===== src/rtl/seq_alu_core.sv =====
// -----------------------------------------------------------------------------
// seq_alu_core
//   Parametrised multi-cycle integer ALU: add, sub, signed radix-2 Booth
//   multiply and unsigned restoring divide, with a start/busy/done handshake.
//   Control FSM, iteration counter and the A/Q/M/q_-1 datapath live here.
//
// Optional feature macro: SEQ_ALU_MUL_EARLY_TERM_EN
//   When defined, a multiply finishes as soon as the remaining multiplier bits
//   would only produce Booth no-ops; the pending shift is applied in one step.
//
// Ports:
//   clk        in   rising-edge clock
//   rst_b      in   asynchronous active-low reset
//   start      in   operation request, sampled only while busy=0
//   opcode     in   00 add, 01 sub, 10 mul (signed), 11 div (unsigned)
//   a, b       in   operands (WIDTH bits)
//   busy       out  operation in progress
//   done       out  one-cycle pulse, results valid from this cycle
//   result_lo  out  sum/diff, product low half, quotient
//   result_hi  out  carry/borrow, product high half, remainder
//   ovf        out  signed overflow (add/sub only)
//   dz         out  divide by zero (div only)
// -----------------------------------------------------------------------------
module seq_alu_core #(
    parameter int WIDTH = 64
) (
    input  logic             clk,
    input  logic             rst_b,
    input  logic             start,
    input  logic [1:0]       opcode,
    input  logic [WIDTH-1:0] a,
    input  logic [WIDTH-1:0] b,
    output logic             busy,
    output logic             done,
    output logic [WIDTH-1:0] result_lo,
    output logic [WIDTH-1:0] result_hi,
    output logic             ovf,
    output logic             dz
);
    localparam int CNT_W = $clog2(WIDTH) + 1;
    localparam logic [CNT_W-1:0] LAST = CNT_W'(WIDTH - 1);

    typedef enum logic [1:0] {IDLE, ADDSUB, MUL, DIV} state_t;

    state_t           state, state_nx;
    logic [WIDTH-1:0] acc, acc_nx;
    logic [WIDTH-1:0] q_reg, q_nx;
    logic [WIDTH-1:0] m_reg, m_nx;
    logic             q_m1, q_m1_nx;
    logic [CNT_W-1:0] cnt, cnt_nx;
    logic             is_sub, is_sub_nx;
    logic             is_dz, is_dz_nx;
    logic             busy_nx, done_nx, ovf_nx, dz_nx;
    logic [WIDTH-1:0] lo_nx, hi_nx;

    // Add/sub in WIDTH+1 bits: the top bit is the carry-out, or the borrow.
    logic [WIDTH:0] addsub_res;
    logic           addsub_ovf;
    assign addsub_res = is_sub ? ({1'b0, acc} - {1'b0, m_reg})
                               : ({1'b0, acc} + {1'b0, m_reg});
    assign addsub_ovf = is_sub
        ? ((acc[WIDTH-1] != m_reg[WIDTH-1]) && (addsub_res[WIDTH-1] != acc[WIDTH-1]))
        : ((acc[WIDTH-1] == m_reg[WIDTH-1]) && (addsub_res[WIDTH-1] != acc[WIDTH-1]));

    // Booth step in WIDTH+1 bits so that A - M with M = -2^(WIDTH-1) keeps its
    // true sign; the arithmetic shift then takes the sign from bit WIDTH.
    logic [WIDTH:0] booth_sum;
    always_comb begin
        case ({q_reg[0], q_m1})
            2'b10:   booth_sum = {acc[WIDTH-1], acc} - {m_reg[WIDTH-1], m_reg};
            2'b01:   booth_sum = {acc[WIDTH-1], acc} + {m_reg[WIDTH-1], m_reg};
            default: booth_sum = {acc[WIDTH-1], acc};
        endcase
    end

    // Restoring divide: shifted partial remainder is WIDTH+1 bits wide.
    logic [WIDTH:0] rem_sh;
    logic           trial_ge;
    assign rem_sh   = {acc, q_reg[WIDTH-1]};
    assign trial_ge = rem_sh >= {1'b0, m_reg};

`ifdef SEQ_ALU_MUL_EARLY_TERM_EN
    // After cnt iterations the unprocessed multiplier bits sit in
    // q_reg[WIDTH-1-cnt:0]; if they all match q_-1, every remaining step is
    // a no-op and only the accumulated shift is left to apply.
    logic [WIDTH-1:0]   unproc_mask;
    logic               mul_skip;
    logic [CNT_W-1:0]   skip_shamt;
    logic [2*WIDTH-1:0] skip_prod;
    assign unproc_mask = {WIDTH{1'b1}} >> cnt;
    assign mul_skip    = ((q_reg ^ {WIDTH{q_m1}}) & unproc_mask) == '0;
    assign skip_shamt  = CNT_W'(WIDTH) - cnt;
    assign skip_prod   = $signed({acc, q_reg}) >>> skip_shamt;
`endif

    always_comb begin
        // NOTE: every variable gets a default first so no path leaves one
        // unassigned, which would otherwise infer a latch.
        state_nx  = state;
        acc_nx    = acc;
        q_nx      = q_reg;
        m_nx      = m_reg;
        q_m1_nx   = q_m1;
        cnt_nx    = cnt;
        is_sub_nx = is_sub;
        is_dz_nx  = is_dz;
        busy_nx   = busy;
        done_nx   = 1'b0;
        lo_nx     = result_lo;
        hi_nx     = result_hi;
        ovf_nx    = ovf;
        dz_nx     = dz;

        case (state)
            IDLE: begin
                if (start) begin
                    busy_nx   = 1'b1;
                    cnt_nx    = '0;
                    is_sub_nx = (opcode == 2'b01);
                    is_dz_nx  = 1'b0;
                    case (opcode)
                        2'b10: begin
                            acc_nx   = '0;
                            q_nx     = b;
                            m_nx     = a;
                            q_m1_nx  = 1'b0;
                            state_nx = MUL;
                        end
                        2'b11: begin
                            if (b == '0) begin
                                // Divide by zero resolves in one step.
                                is_dz_nx = 1'b1;
                                acc_nx   = a;
                                state_nx = ADDSUB;
                            end else begin
                                acc_nx   = '0;
                                q_nx     = a;
                                m_nx     = b;
                                state_nx = DIV;
                            end
                        end
                        default: begin
                            acc_nx   = a;
                            m_nx     = b;
                            state_nx = ADDSUB;
                        end
                    endcase
                end
            end

            ADDSUB: begin
                state_nx = IDLE;
                busy_nx  = 1'b0;
                done_nx  = 1'b1;
                if (is_dz) begin
                    lo_nx  = '1;
                    hi_nx  = acc;
                    ovf_nx = 1'b0;
                    dz_nx  = 1'b1;
                end else begin
                    lo_nx  = addsub_res[WIDTH-1:0];
                    hi_nx  = WIDTH'(addsub_res[WIDTH]);
                    ovf_nx = addsub_ovf;
                    dz_nx  = 1'b0;
                end
            end

            MUL: begin
                acc_nx  = booth_sum[WIDTH:1];
                q_nx    = {booth_sum[0], q_reg[WIDTH-1:1]};
                q_m1_nx = q_reg[0];
                if (cnt == LAST) begin
                    state_nx = IDLE;
                    busy_nx  = 1'b0;
                    done_nx  = 1'b1;
                    lo_nx    = q_nx;
                    hi_nx    = acc_nx;
                    ovf_nx   = 1'b0;
                    dz_nx    = 1'b0;
                end else begin
                    cnt_nx = cnt + 1'b1;
                end
`ifdef SEQ_ALU_MUL_EARLY_TERM_EN
                if (mul_skip) begin
                    {acc_nx, q_nx} = skip_prod;
                    state_nx = IDLE;
                    busy_nx  = 1'b0;
                    done_nx  = 1'b1;
                    lo_nx    = skip_prod[WIDTH-1:0];
                    hi_nx    = skip_prod[2*WIDTH-1:WIDTH];
                    ovf_nx   = 1'b0;
                    dz_nx    = 1'b0;
                end
`endif
            end

            DIV: begin
                if (trial_ge) begin
                    acc_nx = rem_sh[WIDTH-1:0] - m_reg;
                    q_nx   = {q_reg[WIDTH-2:0], 1'b1};
                end else begin
                    acc_nx = rem_sh[WIDTH-1:0];
                    q_nx   = {q_reg[WIDTH-2:0], 1'b0};
                end
                if (cnt == LAST) begin
                    state_nx = IDLE;
                    busy_nx  = 1'b0;
                    done_nx  = 1'b1;
                    lo_nx    = q_nx;
                    hi_nx    = acc_nx;
                    ovf_nx   = 1'b0;
                    dz_nx    = 1'b0;
                end else begin
                    cnt_nx = cnt + 1'b1;
                end
            end

            default: state_nx = IDLE;
        endcase
    end

    // NOTE: sequential state uses non-blocking assignments so every register
    // samples the pre-edge values, independent of statement order.
    always_ff @(posedge clk or negedge rst_b) begin
        if (!rst_b) begin
            state     <= IDLE;
            acc       <= '0;
            q_reg     <= '0;
            m_reg     <= '0;
            q_m1      <= 1'b0;
            cnt       <= '0;
            is_sub    <= 1'b0;
            is_dz     <= 1'b0;
            busy      <= 1'b0;
            done      <= 1'b0;
            result_lo <= '0;
            result_hi <= '0;
            ovf       <= 1'b0;
            dz        <= 1'b0;
        end else begin
            state     <= state_nx;
            acc       <= acc_nx;
            q_reg     <= q_nx;
            m_reg     <= m_nx;
            q_m1      <= q_m1_nx;
            cnt       <= cnt_nx;
            is_sub    <= is_sub_nx;
            is_dz     <= is_dz_nx;
            busy      <= busy_nx;
            done      <= done_nx;
            result_lo <= lo_nx;
            result_hi <= hi_nx;
            ovf       <= ovf_nx;
            dz        <= dz_nx;
        end
    end

endmodule

===== config.mk =====
export PLATFORM = sky130hd
export DESIGN_NAME = seq_alu_core
export DESIGN_NICKNAME = d
export VERILOG_FILES = /design/src/rtl/seq_alu_core.sv
export SDC_FILE = /design/constraint.sdc
export NUM_CORES = 2
export LEC_CHECK = 0
export ABC_AREA = 1
export CORE_MARGIN = 2
export CORE_UTILIZATION = 35
export CTS_CLUSTER_DIAMETER = 40
export DETAILED_ROUTE_END_ITERATION = 6
export GPL_ROUTABILITY_DRIVEN = 0
export MAX_ROUTING_LAYER = met4
export PLACE_DENSITY_LB_ADDON = 0.1
export SETUP_SLACK_MARGIN = 0.4
export SYNTH_ARGS = -nofsm -noshare
export SYNTH_HDL_FRONTEND = slang
export SYNTH_SLANG_ARGS = --single-unit

===== constraint.sdc =====
create_clock -name clk -period 8.5 [get_ports clk]
set_input_delay 1.275 -clock clk [delete_from_list [all_inputs] [get_ports clk]]
set_output_delay 1.275 -clock clk [all_outputs]
set_load 0.05 [all_outputs]

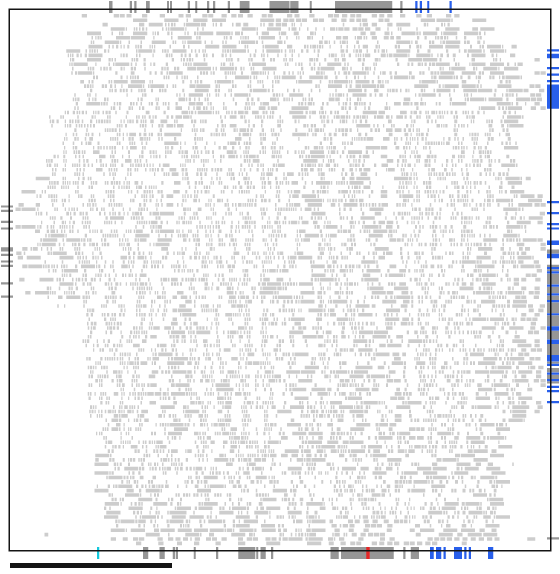
**Above:** I/O pins on the die edge.
Scale bar: 100 µm. Pins as bars across the die edge, other pins in grey.
legend:
  result_lo:
    colour: blue
    pins: 64
    direction: output
    edge: 44 right, 16 bottom, 4 top
  clk:
    colour: cyan
    pins: 1
    direction: input
    edge: bottom
  opcode:
    colour: red
    pins: 2
    direction: input
    edge: bottom
all pins by edge: 89 bottom, 84 right, 81 top, 11 left
DIE HEIGHT: 334 µm
buffers added on ports: 264
width of the die: 334 µm

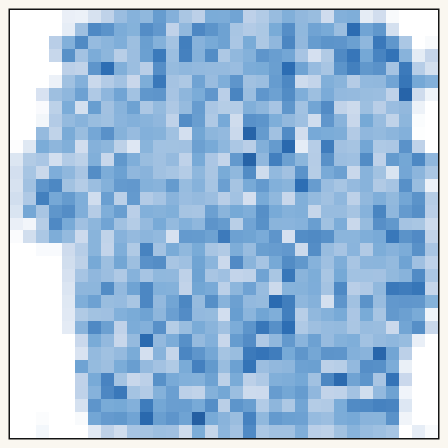
**Above:** placement density heat map.
The die is cut into 33 by 33 equal tiles; white is low, dark blue is high, 0 to 100% covered.
tiles over 75% full: 1.3%
nearly empty tiles: 11%
mean over tiles: 39%

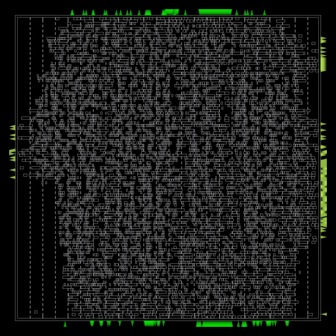
**Above:** placement view.
row cnt: 121
proportion of cell area occupied by registers: 18.8%
share of the core filled with cells: 41.3%
core area: 0.108 mm²
Cell Count, Final, Fillers Out: 8,366

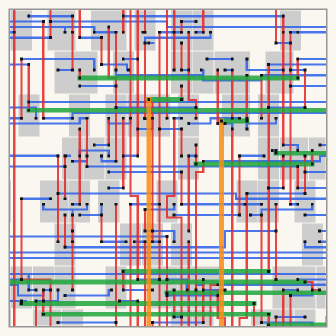
**Above:** zoomed window.
Window x 241 to 261, y 241 to 261 µm. Cells in grey, sequential cells in the stronger grey; small squares are vias.
legend:
  metal 2:
    colour: red
  metal 4:
    colour: orange
  metal 3:
    colour: green
  metal 1:
    colour: blue
sequential cells in the window: 0
most frequent: nand2_1 (15), nor2_1 (12), inv_1 (6)
cells with their middle in the window: 46

==> impl_table.tex <==
% Table of physical implementation metrics
\begin{tabular}{lr}
\hline
Metric & Value \\
\hline
\multicolumn{2}{l}{\textbf{Logic synthesis}} \\
\quad Post-synth cell types & 54 \\
\quad Cell area leaders & sky130\_fd\_sc\_hd\_\_dfrtp\_1, sky130\_fd\_sc\_hd\_\_nand2\_1, sky130\_fd\_sc\_hd\_\_inv\_1 \\
\quad Top cell type by instance count after synthesis & sky130\_fd\_sc\_hd\_\_nand2\_1 \\
\quad Chip area from the yosys synthesis statistics & 0.0381 mm² \\
\quad AO/OA Area Share & 17.8\% \\
\quad Part of the Yosys area used for sequential elements & approximately 22\% \\
\quad Net count after synthesis & 7,050 \\
\quad Largest area contributor in the netlist & sky130\_fd\_sc\_hd\_\_dfrtp\_1 \\
\quad Dominant flop cell & sky130\_fd\_sc\_hd\_\_dfrtp\_1 \\
\quad Flops after synth & approximately 340 \\
\quad Average cell area after synthesis & approximately 5.7 µm² \\
\quad Number of instances in the synthesized netlist & between 6,000 and 7,000 \\
\quad Cell count in the Yosys report & 6,719 \\
\quad Tally of yosys warning messages & 0 \\
\multicolumn{2}{l}{\textbf{Clock network}} \\
\quad Clock buffers created by TritonCTS & 81 \\
\quad Post\_cts resized & 0 \\
\quad \# clock sinks & 336 \\
\quad Clock latency reported for the late side of the worst-skew pair & 0.68 ns \\
\quad H-tree Lvls & 3 \\
\quad Register clock-pin slew on the reported worst setup and hold paths & around 0.05 ns \\
\multicolumn{2}{l}{\textbf{Place}} \\
\quad Instance area after placement & about 0.042 mm² \\
\multicolumn{2}{l}{\textbf{STA}} \\
\quad Sum Neg Setup Slack & 0 ns \\
\quad Measured slew at the worst slew-check pin & 1.20 ns \\
\quad Final setup viols & 0 \\
\quad Layout Skew & $\sim$0.034 ns \\
\quad Maximum operating frequency & 0.186 GHz \\
\multicolumn{2}{l}{\textbf{Global routing}} \\
\quad Global-route met1 utilization & 47.1\% \\
\quad Most crowded layer after global routing & met2 \\
\quad Pin count of the biggest net entering global routing & 129 \\
\quad Met2 capacity usage during global routing & 49.2\% \\
\quad Global routing met3 resource utilization & 7.13\% \\
\quad Antenna violations before repair & 6 \\
\quad First-pass GRT wire length & around 280 mm \\
\quad All-layer global routing usage & 34.5\% \\
\multicolumn{2}{l}{\textbf{Finish}} \\
\quad Total Nets Final & about 7,200 \\
\quad Register Area & about 0.0084 mm² \\
\quad Filler cell count & 12,034 \\
\quad Area of all placed cells without fillers & 0.0448 mm² \\
\multicolumn{2}{l}{\textbf{Setup path}} \\
\quad Arrival time at the worst endpoint & slightly below 6 ns \\
\quad Slowest cell on the critical path & sky130\_fd\_sc\_hd\_\_o21ai\_0 \\
\quad Cell depth of the worst flop-to-flop path & 25 \\
\quad Setup slack of the worst register-to-register path & 3.12 ns \\
\quad Highest net fanout along the worst path & 5 \\
\multicolumn{2}{l}{\textbf{Detailed routing}} \\
\quad Total wirelength of the detailed-routed design & 194 mm \\
\quad Antenna violation net count after detailed routing & 0 \\
\quad Average routed wire per standard cell & 23.1 µm \\
\quad WL met3 & 20.7 mm \\
\quad Highest routed metal layer & met4 \\
\quad Drt first pass iters & 6 \\
\quad Total via count in the routed design & 45,974 \\
\quad Average vias per placed instance & between 5 and 6 \\
\quad Routed wire length on met2 & between 70 and 80 mm \\
\multicolumn{2}{l}{\textbf{Hold path}} \\
\quad Number of instances on the worst hold path & 2 \\
\quad Min-Delay Startpoint & dz\$\_DFFE\_PN0P\_ \\
\multicolumn{2}{l}{\textbf{Run}} \\
\quad Number of max-cap violations & 0 \\
\multicolumn{2}{l}{\textbf{Run status}} \\
\quad Run status & complete, no violations \\
\multicolumn{2}{l}{\textbf{Floorplanning}} \\
\quad I/O pin total & approximately 270 \\
\hline
\end{tabular}
## final cells by class
type / instances / area share (%)
antenna: 5 / 0.0279
clock buffer: 97 / 4.86
sequential: 336 / 18.8
clock inverter: 53 / 1.47
multi-input combinational: 5034 / 54.9
tap: 1414 / 3.95
timing repair buffer: 301 / 6.56
inverter: 1126 / 9.46
## stage by stage
step	worst slack (ns)	utilization (%)	hold WS, ns	instances
after floorplan	4.87	-	0.470	6719
after global placement	3.37	38.7	0.458	8211
after detailed placement	3.33	38.7	0.468	8211
after CTS	3.30	41.3	0.472	8361
after global routing	2.93	41.3	0.513	8365
final	3.12	41.3	0.468	8366
## how the worst max path moves through the flow
stage	startpoint	to	slack, ns	depth (start not counted)
after floorplan	m_reg[1]$_DFFE_PN0P_	acc[59]$_DFFE_PN0P_	4.87	26
after global placement	m_reg[1]$_DFFE_PN0P_	result_hi[62]$_DFFE_PN0P_	3.37	25
after global routing	m_reg[1]$_DFFE_PN0P_	acc[62]$_DFFE_PN0P_	2.93	25
after CTS	m_reg[1]$_DFFE_PN0P_	acc[62]$_DFFE_PN0P_	3.30	26
after detailed placement	m_reg[1]$_DFFE_PN0P_	result_hi[62]$_DFFE_PN0P_	3.33	26
final	m_reg[1]$_DFFE_PN0P_	result_hi[62]$_DFFE_PN0P_	3.12	25
